===== config.mk =====
export PLATFORM = sky130hd
export DESIGN_NAME = chart_sequencer
export DESIGN_NICKNAME = d
export VERILOG_FILES = /design/src/rtl/chart_sequencer.sv
export SDC_FILE = /design/constraint.sdc
export NUM_CORES = 1
export LEC_CHECK = 0
export ABC_AREA = 1
export ABC_CLOCK_PERIOD_IN_PS = 17700
export CAP_MARGIN = 25
export CORE_UTILIZATION = 56
export DETAILED_ROUTE_END_ITERATION = 10
export GPL_TIMING_DRIVEN = 0
export PLACE_DENSITY_LB_ADDON = 0.15
export SKIP_CTS_REPAIR_TIMING = 1
export SYNTH_ARGS = -nofsm -noshare
export SYNTH_HDL_FRONTEND = slang
export SYNTH_SLANG_ARGS = --single-unit
export TNS_END_PERCENT = 10

===== constraint.sdc =====
create_clock -name clk -period 17.7 [get_ports clk]
set_input_delay 5.31 -clock clk [delete_from_list [all_inputs] [get_ports clk]]
set_output_delay 5.31 -clock clk [all_outputs]
set_load 0.05 [all_outputs]

===== src/rtl/chart_sequencer.sv =====
// Song judging loop: walks the chart ROM note by note, times player hits against
// each goal note, and accumulates the results Scoring hands back.
module chart_sequencer #(
    parameter int unsigned CLOCK_W  = 20,
    parameter int unsigned OCT_W    = 3,
    parameter int unsigned NOTE_W   = 4,
    parameter int unsigned LEN_W    = 4,
    parameter int unsigned NUM_W    = 16,
    parameter int unsigned ADDR_W   = 10,
    parameter int unsigned MISS_WIN = 188
) (
    input  logic                              clk,
    input  logic                              rst,
    input  logic                              start,
    input  logic                              abort,
    input  logic                              tick_en,
    input  logic                              hit_valid,
    input  logic [OCT_W-1:0]                  hit_octave,
    input  logic [NOTE_W-1:0]                 hit_note,
    input  logic [LEN_W-1:0]                  hit_length,
    output logic [ADDR_W-1:0]                 rom_addr,
    output logic                              rom_rd,
    input  logic [CLOCK_W+OCT_W+NOTE_W+LEN_W-1:0] rom_data,
    output logic [CLOCK_W-1:0]                play_clock,
    output logic [OCT_W-1:0]                  play_octave,
    output logic [NOTE_W-1:0]                 play_note,
    output logic [LEN_W-1:0]                  play_length,
    output logic [CLOCK_W-1:0]                goal_clock,
    output logic [OCT_W-1:0]                  goal_octave,
    output logic [NOTE_W-1:0]                 goal_note,
    output logic [LEN_W-1:0]                  goal_length,
    output logic [NUM_W-1:0]                  total_note,
    output logic [NUM_W-1:0]                  now_cnt,
    output logic [NUM_W-1:0]                  last_combo,
    output logic [NUM_W-1:0]                  last_base_score,
    input  logic [NUM_W-1:0]                  sc_base_score,
    input  logic [NUM_W-1:0]                  sc_bonus_score,
    input  logic [NUM_W-1:0]                  sc_combo,
    output logic [NUM_W-1:0]                  total_score,
    output logic [NUM_W-1:0]                  max_combo,
    output logic                              busy,
    output logic                              done,
    output logic                              judge_pulse,
    output logic                              judge_miss
);

    localparam int unsigned DATA_W = CLOCK_W + OCT_W + NOTE_W + LEN_W;
    localparam logic [CLOCK_W:0] L_MISS = (CLOCK_W+1)'(MISS_WIN);

    typedef enum logic [2:0] {
        S_IDLE, S_HDR_RD, S_HDR_WAIT, S_FETCH, S_FETCH_WAIT, S_ARMED, S_JUDGE, S_DONE
    } state_t;

    state_t r_state, w_state_nxt;

    logic [CLOCK_W-1:0] r_game_time;
    logic [ADDR_W-1:0]  r_rom_addr;
    logic [CLOCK_W-1:0] r_play_clock, r_goal_clock;
    logic [OCT_W-1:0]   r_play_octave, r_goal_octave;
    logic [NOTE_W-1:0]  r_play_note, r_goal_note;
    logic [LEN_W-1:0]   r_play_length, r_goal_length;
    logic [NUM_W-1:0]   r_total_note, r_now_cnt, r_last_combo, r_last_base;
    logic [NUM_W-1:0]   r_total_score, r_max_combo;
    logic               r_judge_pulse, r_judge_miss;

    logic [CLOCK_W-1:0] w_rom_clock;
    logic [OCT_W-1:0]   w_rom_oct;
    logic [NOTE_W-1:0]  w_rom_note;
    logic [LEN_W-1:0]   w_rom_len;
    logic [NUM_W-1:0]   w_hdr_cnt;
    logic [NUM_W-1:0]   w_cnt_inc;
    logic [NUM_W+1:0]   w_score_sum;
    logic [NUM_W-1:0]   w_score_sat;
    logic               w_hit_ok, w_miss, w_hit_take, w_last, w_running;

    assign w_rom_clock = rom_data[DATA_W-1 -: CLOCK_W];
    assign w_rom_oct   = rom_data[OCT_W+NOTE_W+LEN_W-1 -: OCT_W];
    assign w_rom_note  = rom_data[NOTE_W+LEN_W-1 -: NOTE_W];
    assign w_rom_len   = rom_data[LEN_W-1:0];
    assign w_hdr_cnt   = rom_data[NUM_W-1:0];

    // Window arithmetic is one bit wider than game time so neither side can wrap.
    assign w_hit_ok   = ({1'b0, r_game_time} + L_MISS) >= {1'b0, r_goal_clock};
    assign w_miss     = {1'b0, r_game_time} > ({1'b0, r_goal_clock} + L_MISS);
    assign w_hit_take = hit_valid && w_hit_ok;
    assign w_cnt_inc  = r_now_cnt + NUM_W'(1);
    assign w_last     = (w_cnt_inc == r_total_note);
    assign w_running  = (r_state != S_IDLE) && (r_state != S_DONE);

    assign w_score_sum = {2'b00, r_total_score} + {2'b00, sc_base_score} + {2'b00, sc_bonus_score};
    assign w_score_sat = (|w_score_sum[NUM_W+1:NUM_W]) ? '1 : w_score_sum[NUM_W-1:0];

    always_ff @(posedge clk or posedge rst) begin
        if (rst) r_state <= S_IDLE;
        else     r_state <= w_state_nxt;
    end

    always_comb begin
        w_state_nxt = r_state;
        if (abort) begin
            w_state_nxt = S_IDLE;
        end else begin
            case (r_state)
                S_IDLE, S_DONE: if (start) w_state_nxt = S_HDR_RD;
                S_HDR_RD:       w_state_nxt = S_HDR_WAIT;
                S_HDR_WAIT:     w_state_nxt = (w_hdr_cnt == '0) ? S_DONE : S_FETCH;
                S_FETCH:        w_state_nxt = S_FETCH_WAIT;
                S_FETCH_WAIT:   w_state_nxt = S_ARMED;
                S_ARMED: begin
                    if (w_hit_take)  w_state_nxt = S_JUDGE;
                    else if (w_miss) w_state_nxt = w_last ? S_DONE : S_FETCH;
                end
                S_JUDGE:        w_state_nxt = w_last ? S_DONE : S_FETCH;
                default:        w_state_nxt = S_IDLE;
            endcase
        end
    end

    always_ff @(posedge clk or posedge rst) begin
        if (rst) begin
            r_game_time   <= '0;
            r_rom_addr    <= '0;
            r_play_clock  <= '0;
            r_play_octave <= '0;
            r_play_note   <= '0;
            r_play_length <= '0;
            r_goal_clock  <= '0;
            r_goal_octave <= '0;
            r_goal_note   <= '0;
            r_goal_length <= '0;
            r_total_note  <= '0;
            r_now_cnt     <= '0;
            r_last_combo  <= '0;
            r_last_base   <= '0;
            r_total_score <= '0;
            r_max_combo   <= '0;
            r_judge_pulse <= 1'b0;
            r_judge_miss  <= 1'b0;
        end else begin
            r_judge_pulse <= 1'b0;
            if (!abort) begin
                if (w_running && tick_en && !(&r_game_time))
                    r_game_time <= r_game_time + CLOCK_W'(1);
                case (r_state)
                    S_IDLE, S_DONE: begin
                        if (start) begin
                            r_game_time   <= '0;
                            r_now_cnt     <= '0;
                            r_last_combo  <= '0;
                            r_last_base   <= '0;
                            r_total_score <= '0;
                            r_max_combo   <= '0;
                            r_rom_addr    <= '0;
                        end
                    end
                    S_HDR_WAIT: begin
                        r_total_note <= w_hdr_cnt;
                        if (w_hdr_cnt != '0) r_rom_addr <= ADDR_W'(1);
                    end
                    S_FETCH_WAIT: begin
                        r_goal_clock  <= w_rom_clock;
                        r_goal_octave <= w_rom_oct;
                        r_goal_note   <= w_rom_note;
                        r_goal_length <= w_rom_len;
                    end
                    S_ARMED: begin
                        if (w_hit_take) begin
                            r_play_clock  <= r_game_time;
                            r_play_octave <= hit_octave;
                            r_play_note   <= hit_note;
                            r_play_length <= hit_length;
                        end else if (w_miss) begin
                            r_last_combo  <= '0;
                            r_now_cnt     <= w_cnt_inc;
                            r_judge_pulse <= 1'b1;
                            r_judge_miss  <= 1'b1;
                            if (!w_last) r_rom_addr <= r_rom_addr + ADDR_W'(1);
                        end
                    end
                    S_JUDGE: begin
                        r_last_base   <= r_last_base + sc_base_score;
                        r_total_score <= w_score_sat;
                        r_last_combo  <= sc_combo;
                        if (sc_combo > r_max_combo) r_max_combo <= sc_combo;
                        r_now_cnt     <= w_cnt_inc;
                        r_judge_pulse <= 1'b1;
                        r_judge_miss  <= 1'b0;
                        if (!w_last) r_rom_addr <= r_rom_addr + ADDR_W'(1);
                    end
                    default: ;
                endcase
            end
        end
    end

    assign rom_addr        = r_rom_addr;
    assign rom_rd          = (r_state == S_HDR_RD) || (r_state == S_FETCH);
    assign play_clock      = r_play_clock;
    assign play_octave     = r_play_octave;
    assign play_note       = r_play_note;
    assign play_length     = r_play_length;
    assign goal_clock      = r_goal_clock;
    assign goal_octave     = r_goal_octave;
    assign goal_note       = r_goal_note;
    assign goal_length     = r_goal_length;
    assign total_note      = r_total_note;
    assign now_cnt         = r_now_cnt;
    assign last_combo      = r_last_combo;
    assign last_base_score = r_last_base;
    assign total_score     = r_total_score;
    assign max_combo       = r_max_combo;
    assign busy            = w_running;
    assign done            = (r_state == S_DONE);
    assign judge_pulse     = r_judge_pulse;
    assign judge_miss      = r_judge_miss;

endmodule


==> flow_summary.yaml <==
# yosys + openroad results
sta:
  worst_pin_slew_ns: 0.677
  fin_crit_ns: 8.29
  finalClockPeriodUsage_pct: 46.9
  timing.setup.tns_ns: 0
  layout_setup_ws_ns: 9.41
  setup_viol: 0
  max-slew-margin-rel_pct: 54.9
  timing.fmax_ghz: 0.121
  rsz0062_at_grt: "false"
  drv_slew: 0
power_and_ir_drop:
  p_seq_share_pct: 30.9
  switchingPower_mw: 0.875
  power_density_nw_per_um2: 118
  clkPwrFrac_pct: 20.9
  swShare_pct: 45.9
  p_int_mw: 1.03
hold_path:
  min_path_cells: 2
  hp-class: "reg -> reg"
  hold_end: "play_clock[5]"
  hp-start: "play_clock[5]"
routing:
  drc_errors: 0
  ant_nets: 0
  drtIter0Drc: 891
  viasPerCell: 5.51
setup_path:
  reg2reg_depth: 23
  worst_r2r_endpoint: "last_combo[5]"
  rrSetupSlack_ns: 13.89
  arrival_ns: 8.69
  crit_start: "sc_base_score[1]"
  cp-end-kind: "flip-flop"
  start_kind: "input pin"
  rr_startpoint: "r_game_time[4]"
  cp.required_ns: 18.10
  cp-endpoint: "total_score[9]"
  crit_path_max_fanout: 10
clocking:
  cts_max_path_buffers: 2
  ctsRootBufferMaster: "clkbuf_16"
  cts_tree: "yes"
  clock-sinks: 193
  clock_latency_ns: 0.45
  clk_pin_slew_ns: 0.08
  numCtsBuffers: 17
synth:
  async_flop_share_pct: 100
  ys_sh_adder_pct: 11.9
  aoi_share_pct: 12.0
  synth_top_cell_by_count: "nand2_1"
  ys_cells: 1611
  simple_gate_share_pct: 25.9
  ys_seq_elements: 193
  area_leaders: "dfrtp_1 39%, nand2_1 14%, ha_1 9.0%"
  synth.logic.top_family: "simple AND/OR/NAND/NOR gates"
  yosysTopAreaCell: "dfrtp_1"
  synth_cell_types: 55
  syn_nets: 1815
  syn_area_um2: 12500
  synth_top_area_share_pct: 38.6
  flop_cell: "dfrtp_1"
  yosys_warnings: 0
  mux_area_share_pct: 0
  syn_avg_cell_area_um2: 7.76
  yosys-top-cells-count: "459 x nand2_1, 193 x dfrtp_1, 192 x inv_1"
global_route:
  antenna_found_initial: 2
  grt_start_max_net_pins: 103
  grt_pass1_vias: 11600
  grt_pass1_wl_um: 58000
  grt_remaining_overflow: 0
placement:
  pre_cts_slack_ns: 9.01
  dp_hpwl_um: 28200
  dpl-instance-area_um2: 15600
  placedCellCount: 2160
  finalWeightedCongestion: 0.951
layout:
  fin_area_um2: 16200
  fin_cells: 2194
  lay_top_cells: "459 x nand2_1, 268 x clkdlybuf4s50_1, 193 x dfrtp_1, 191 x inv_1, 102 x o21ai_0"
  syn_to_final_growth_pct: 29.3
  nets: 2103
  layout_top_cell: "nand2_1"
  layout-drive-gt1-share_pct: 6.01
die:
  fp_util_pct: 57.1
  num_rows: 54
  coreArea_um2: 21900
outcome:
  status: "completed"
flow_run:
  tool_warnings: 31
==> cell type report <==
cell class              count  area, µm²
well taps                 280        350
multi-input cells        1177       6710
inverters                 202        766
fillers                  1724       5720
plain buffers              39        213
clock buffers              19        453
repair buffers            269       2710
flip-flops and latches    193       4830
clock inverters            13        144
diodes                      2       5.00
==> stage by stage <==
step | hold WS (ns) | total power, mW
6_report | 0.494 | 1.91
5_1_grt | 0.512 | 2.03
4_1_cts | 0.491 | 1.91
3_5_place_dp | 0.472 | 1.51
3_3_place_gp | 0.470 | 1.48
2_1_floorplan | 0.482 | 1.20
==> flip-flops by register name (all words and copies together), names as in the netlist, 3 cells and up <==
register / flops
r_game_time: 20
total_score: 16
play_length: 4
last_base_score: 16
max_combo: 16
rom_addr: 10
last_combo: 16
now_cnt: 16
play_clock: 20
goal_clock: 20
goal_octave: 3
goal_note: 4
r_state: 3
play_octave: 3
total_note: 16
goal_length: 4
play_note: 4
==> worst max-delay path, cell delays in order <==
cell and delay (ns):
clkdlybuf4s50_1 0.55, fa_1 0.62, ha_1 0.18, inv_1 0.06, fa_1 0.39, nand3b_1 0.17, nand2_1 0.14, a21boi_1 0.11
o21ai_1 0.32, a41oi_2 0.29, buf_2 0.28, nand3_1 0.12, nand2_1 0.06, nand2_1 0.08
==> power by group through the flow <==
stage          Clock [mW]  Combinational (mW)  Sequential [mW]
6_report            0.398               0.918            0.590
5_1_grt             0.420                1.01            0.599
4_1_cts             0.402               0.915            0.588
3_5_place_dp            0               0.910            0.596
3_3_place_gp            0               0.887            0.595
2_1_floorplan           0               0.412            0.791
==> metal layers <==
layer  global-route usage [%]  up-vias  part of all wire [%]
met5                        0        -                     0
met4                     14.6        0                   3.7
met3                     7.26       93                   8.5
met2                     52.4      471                    46
met1                     42.3     5712                    42
li1                         -     5804                     -
wires.png
(2 px per µm)
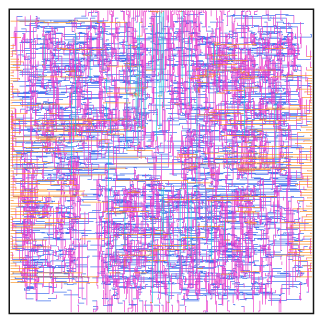
cyan -> metal 4  # wire length 1,340 µm
blue -> metal 1  # wire length 15,200 µm
orange -> metal 3  # wire length 3,090 µm
magenta -> metal 2  # wire length 16,700 µm
vias: 12,100
final WL: 36,300 µm
Tot GR Track Use: 32.7%

io_placement.png
(2 px per µm) Pins as bars across the die edge, other pins in grey.
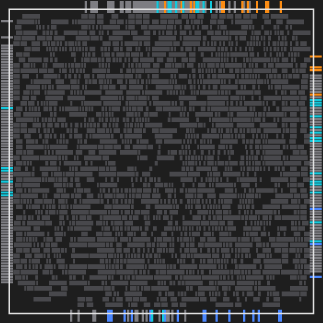
blue -> play_clock  # pins 20, direction output, edge 17 bottom, 3 right
cyan -> rom_data  # pins 31, direction input, edge 14 right, 9 top, 6 left, 2 bottom
orange -> now_cnt  # pins 16, direction output, edge 12 top, 4 right
all pins by edge = 90 left, 77 right, 69 top, 33 bottom
Port Buffers: 268
Die Width: 151 µm

io_fan.png
(2 px per µm)
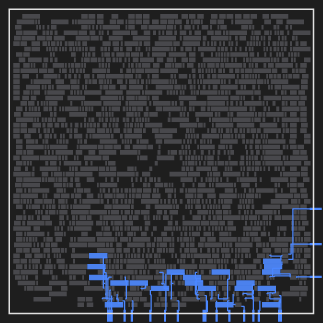
blue -> play_clock  # bits 20, direction output, edge 17 bottom, 3 right, end cells 20, buffers 20, wire 461 µm
I/O pins: 269

congestion.png
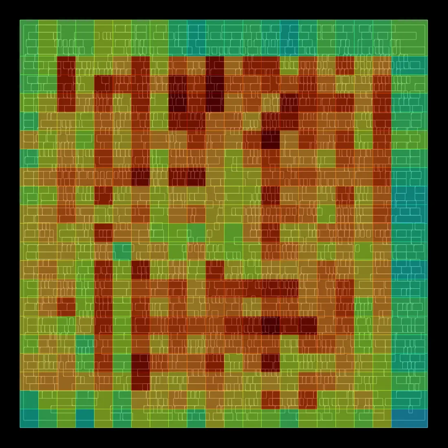
Global Route met2 Usage: 52.4%
wire per inst: 16.5 µm
M3 GR Usage: 7.26%
layer with the highest usage: met2
Core Util, Final: 73.9%

layer_met2.png
(2 px per µm)
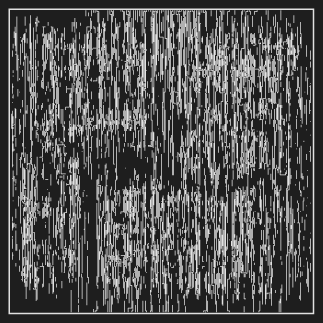
main direction = vertical
longest straight run = 44.5 µm
nets with wire on the layer = 1,768

No activity file was given, so power comes from the tool's default toggle rates.
